==> config.mk <==
export PLATFORM = sky130hd
export DESIGN_NAME = inst_fetch
export DESIGN_NICKNAME = d
export VERILOG_FILES = /design/src/rtl/inst_fetch.sv
export SDC_FILE = /design/constraint.sdc
export NUM_CORES = 1
export LEC_CHECK = 0
export CORE_UTILIZATION = 57
export DETAILED_ROUTE_END_ITERATION = 7
export PLACE_DENSITY = 0.81
export SYNTH_ARGS = -nofsm -noshare
export SYNTH_HDL_FRONTEND = slang
export SYNTH_SLANG_ARGS = --single-unit
==> constraint.sdc <==
create_clock -name clk -period 14.08 [get_ports clk]
set_clock_uncertainty 0.05 [all_clocks]
set_input_delay 1.408 -clock clk [delete_from_list [all_inputs] [get_ports clk]]
set_output_delay 1.408 -clock clk [all_outputs]
set_load 0.005 [all_outputs]
run_1/registers.png
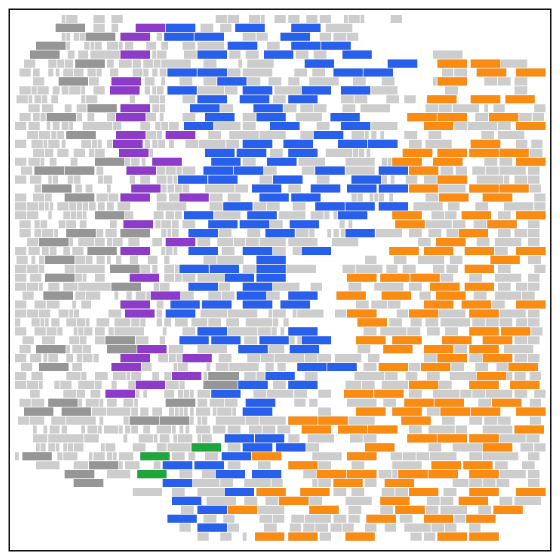
`mem_inst` -> orange  # sequential cells 128
`count` -> green  # sequential cells 3
`mem_pc` -> blue  # sequential cells 120
`resp_pc` -> purple  # sequential cells 30
flop share of the area: 44.54%
sequential group power: 1280 uW
register area: 0.008038 mm2

run_1/cell_classes.png
Fill, decap, tap and diode cells in grey.
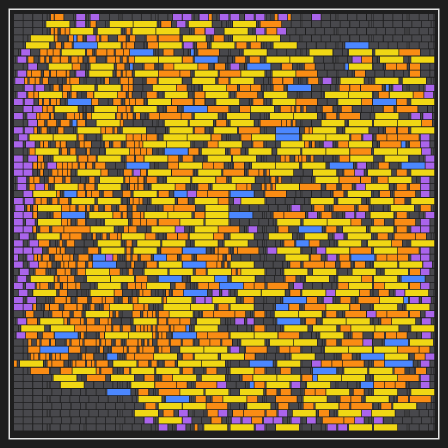
clock drivers and dummy loads -> blue  # cells 59, share of their area 6.6%
other buffers and delay cells -> purple  # cells 169, share of their area 9.5%
flip-flops -> yellow  # cells 321, share of their area 46%
all other logic -> orange  # cells 708, share of their area 38%
site row count: 59
core area: 0.02598 mm2

run_1/wire_density.png
Bar = 50 um. The die is cut into 33 by 33 equal tiles; black is low, pale yellow is high, scaled to the fullest tile. Values are wire area over tile area, all layers added.
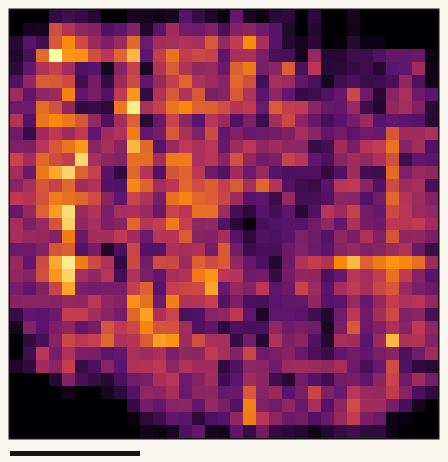
tiles over half the peak = 21%
densest ninth of the die = left middle
nearly empty tiles = 6.9%
fullest tile = 0.53
DRT Wirelength: 31,550 um
vias: 9,478
Tot GR Track Use: 24.28%

==> qor.yml, run 1 <==
timing.final.ws_setup_ps: 8912
power_leader: "registers"
rsz0062_at_grt: "false"
clock_power_share_pct: 28.6
path_max_fanout: 8
muxShareOfSynthArea_pct: 27.76
nNetsFinal: 1327
pre_cts_ws_ps: 8918
clk_latency_ps: 510
cts_tree: "yes"
grt_pass1_wl_um: 51490
topCellsByArea: "dfrtp_1 (53%), mux2_2 (18%), mux4_2 (9.3%)"
grt_pass1_vias: 9890
worst_pin_slew_ps: 1158
clock_sinks: 321
leakage_uw: 0.008081
cp_top_family: "simple AND/OR/NAND/NOR gates"
max_stage_delay_ps: 580
synthTopCellsByCount: "dfrtp_1 (321), mux2_2 (242), mux4_2 (62), clkbuf_1 (58), nand2_1 (49)"
ff_type: "dfrtp_1"
largest_reg_flops: 128
cts_htree_levels: 2
power.share.sequential_pct: 40.1
postCtsSetupRepairBufs: 0
grt_max_degree: 99
maxCapViolCount: 0
final.period_utilization_pct: 36.71
powerComb_uw: 1000
logic_area_mm2: 0.006651
worstPathCellList: "clkdlybuf4s50_1 -> or4b_4 -> or4_4 -> nand2_1 -> clkdlybuf4s50_1"
drtPass1Iterations: 5
crit_slowest_cell: "or4_4"
yosys_cells: 1100
max-slew-margin-rel_pct: 22.15
die_width_um: 164.6
seq_area_frac_synth_pct: 53.32
p_per_area_mw_per_mm2: 177.6
drtAntennaViolNets: 0
fin_util_pct: 69.45
path_common_cell: "clkdlybuf4s50_1"
top_logic_kind: "multiplexers"
drtIter0Drc: 604
finalNonFillerCells: 1592
drive_gt1_share_pct: 30.47
post-route-min-period_ps: 5168
status: "finished, final reports clean"
gr-total-overflow: 0
synth_simple_gate_area_share_pct: 7.043
postSynthAreaPerCell_um2: 13.69
[run 1: layout by cell type, fill, tap and decap left out, drive strengths merged, types with 6 or more instances in the layout]
cell           count
dfrtp            321
mux2             242
clkdlybuf4s50    160
mux4              62
clkbuf            51
nand2             49
nor2              29
inv               29
o21ai             28
a21oi             25
nand4             25
xnor2             23
xor2              23
nand3             19
nor3              18
ha                18
nand2b            11
and3              10
a21boi            10
buf                9
nor4               8
or3                7
mux2i              6
and4               6
clkinv             6
[run 1: cell type report]
class	instances	share of cell area [%]
sequential	321	44.54
multi-input combinational	679	36.86
timing repair buffer	169	9.235
clock buffer	51	5.866
tap	335	2.323
inverter	29	0.6448
clock inverter	8	0.5339
==> run 1 -> run 2 <==
CORE_UTILIZATION = 51   (was 57)
PLACE_DENSITY = 0.76   (was 0.81)
clock period = 4.65 ns   (was 14.08 ns; I/O delays follow)
==> qor.yml, run 2 <==
status: "finished, final reports clean"
clk_latency_ps: 510  # about the same
fin_util_pct: 63.22  # -6.2 points
muxShareOfSynthArea_pct: 27.76  # unchanged
num-nonclk-buffers: 178  # +5.3%
nNetsFinal: 1336  # +0.68%
sh_seq_area_pct: 44.05  # -0.49 points
clock_sinks: 321  # unchanged
grt_pass1_vias: 9947  # +0.58%
rsz0062_at_grt: "false"
cts_tree: "yes"
logic_area_mm2: 0.006651  # unchanged
drtPass1Iterations: 5  # unchanged
pre_cts_ws_ps: 673.6  # -8244 ps
power.share.sequential_pct: 40.4  # +0.3 points
logic_gate_count: 679  # unchanged
maxCapViolCount: 0  # unchanged
grt_pass1_wl_um: 52590  # +2.1%
seq_area_frac_synth_pct: 53.32  # unchanged
track_usage_pct: 21.69  # -2.6 points
clkbuf_count: 51  # unchanged
worst_pin_slew_ps: 1054  # -103.6 ps
clock_cell_area_share_pct: 6.391  # -0.0081 points
drive_gt1_share_pct: 31.07  # +0.60 points
inv_count: 29  # unchanged
routed_wl_um: 31400  # -0.48%
sh_comb_area_pct: 36.46  # -0.40 points
postSynthAreaPerCell_um2: 13.69  # unchanged
seq_power_uw: 3920  # +210%
gr-total-overflow: 0  # unchanged
power_leader: "registers"
yosys_cells: 1100  # unchanged
grt_max_degree: 116  # +17%
buf_share_pct: 9.848  # +0.61 points
timing.final.ws_setup_ps: 638.4  # -8273 ps
leakage_uw: 0.008146  # +0.81%
postCtsSetupRepairBufs: 0  # unchanged
drtIter0Drc: 526  # -13%
==> run 2: cell count changes in the layout (fill, tap and decap cells not counted) <==
cell,delta
buf_12,+5
buf_4,+4
clkbuf_16,-1
clkbuf_8,+1
clkinv_8,+1
clkinvlp_4,+1
inv_6,+2
inv_8,-2
==> run 2: worst max-delay path: stages, from the launching register on <==
cell and delay (ps):
dfrtp_1 390, inv_1 120, fa_1 430, ha_1 340, or4b_4 490, or4_4 580, nand2_1 110, clkdlybuf4s50_1 520
==> run 2: kinds of logic (layout without fill, tap and decap cells) <==
| logic type | after synthesis | after routing |
|---|---|---|
| compound gates | 96 | 96 |
| xor+xnor | 46 | 46 |
| fa+ha+maj | 22 | 22 |
| buf+inv | 104 | 268 |
| flops | 321 | 321 |
| mux | 310 | 310 |
| other cells | 1 | 5 |
| simple gates | 200 | 200 |
run_2/final_placement.png
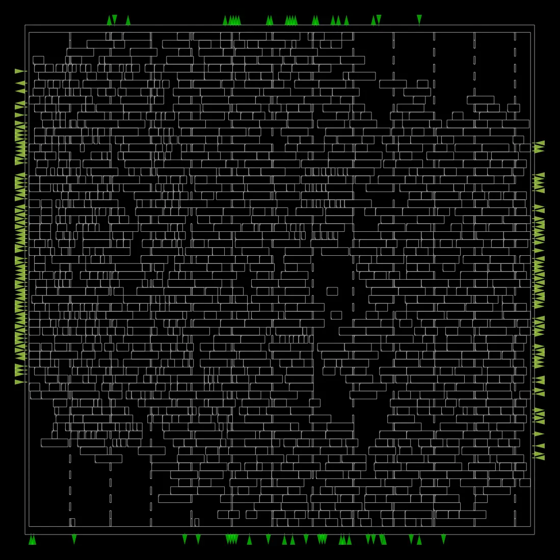
Seq cells: 321
non-filler instance count after layout: 1,652
core area: 0.02886 mm2
tap cell count: 384
fillers: 2,167

run_2/zoom.png
Bar = 20 um. Window x 18 to 68, y 18 to 68 um. Cells in grey, sequential cells in the stronger grey; small squares are vias.
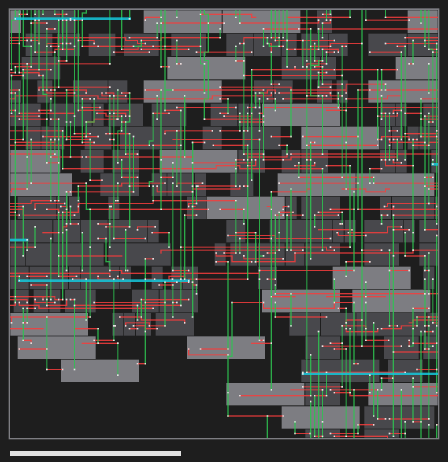
met2 -> green
met3 -> cyan
met1 -> red
most frequent = dfrtp_1 (24), inv_1 (13), ha_1 (12)
sequential cells in the window = 24
cells with their middle in the window = 140

Power figures rest on the tool's default switching activity, not on a simulated workload.
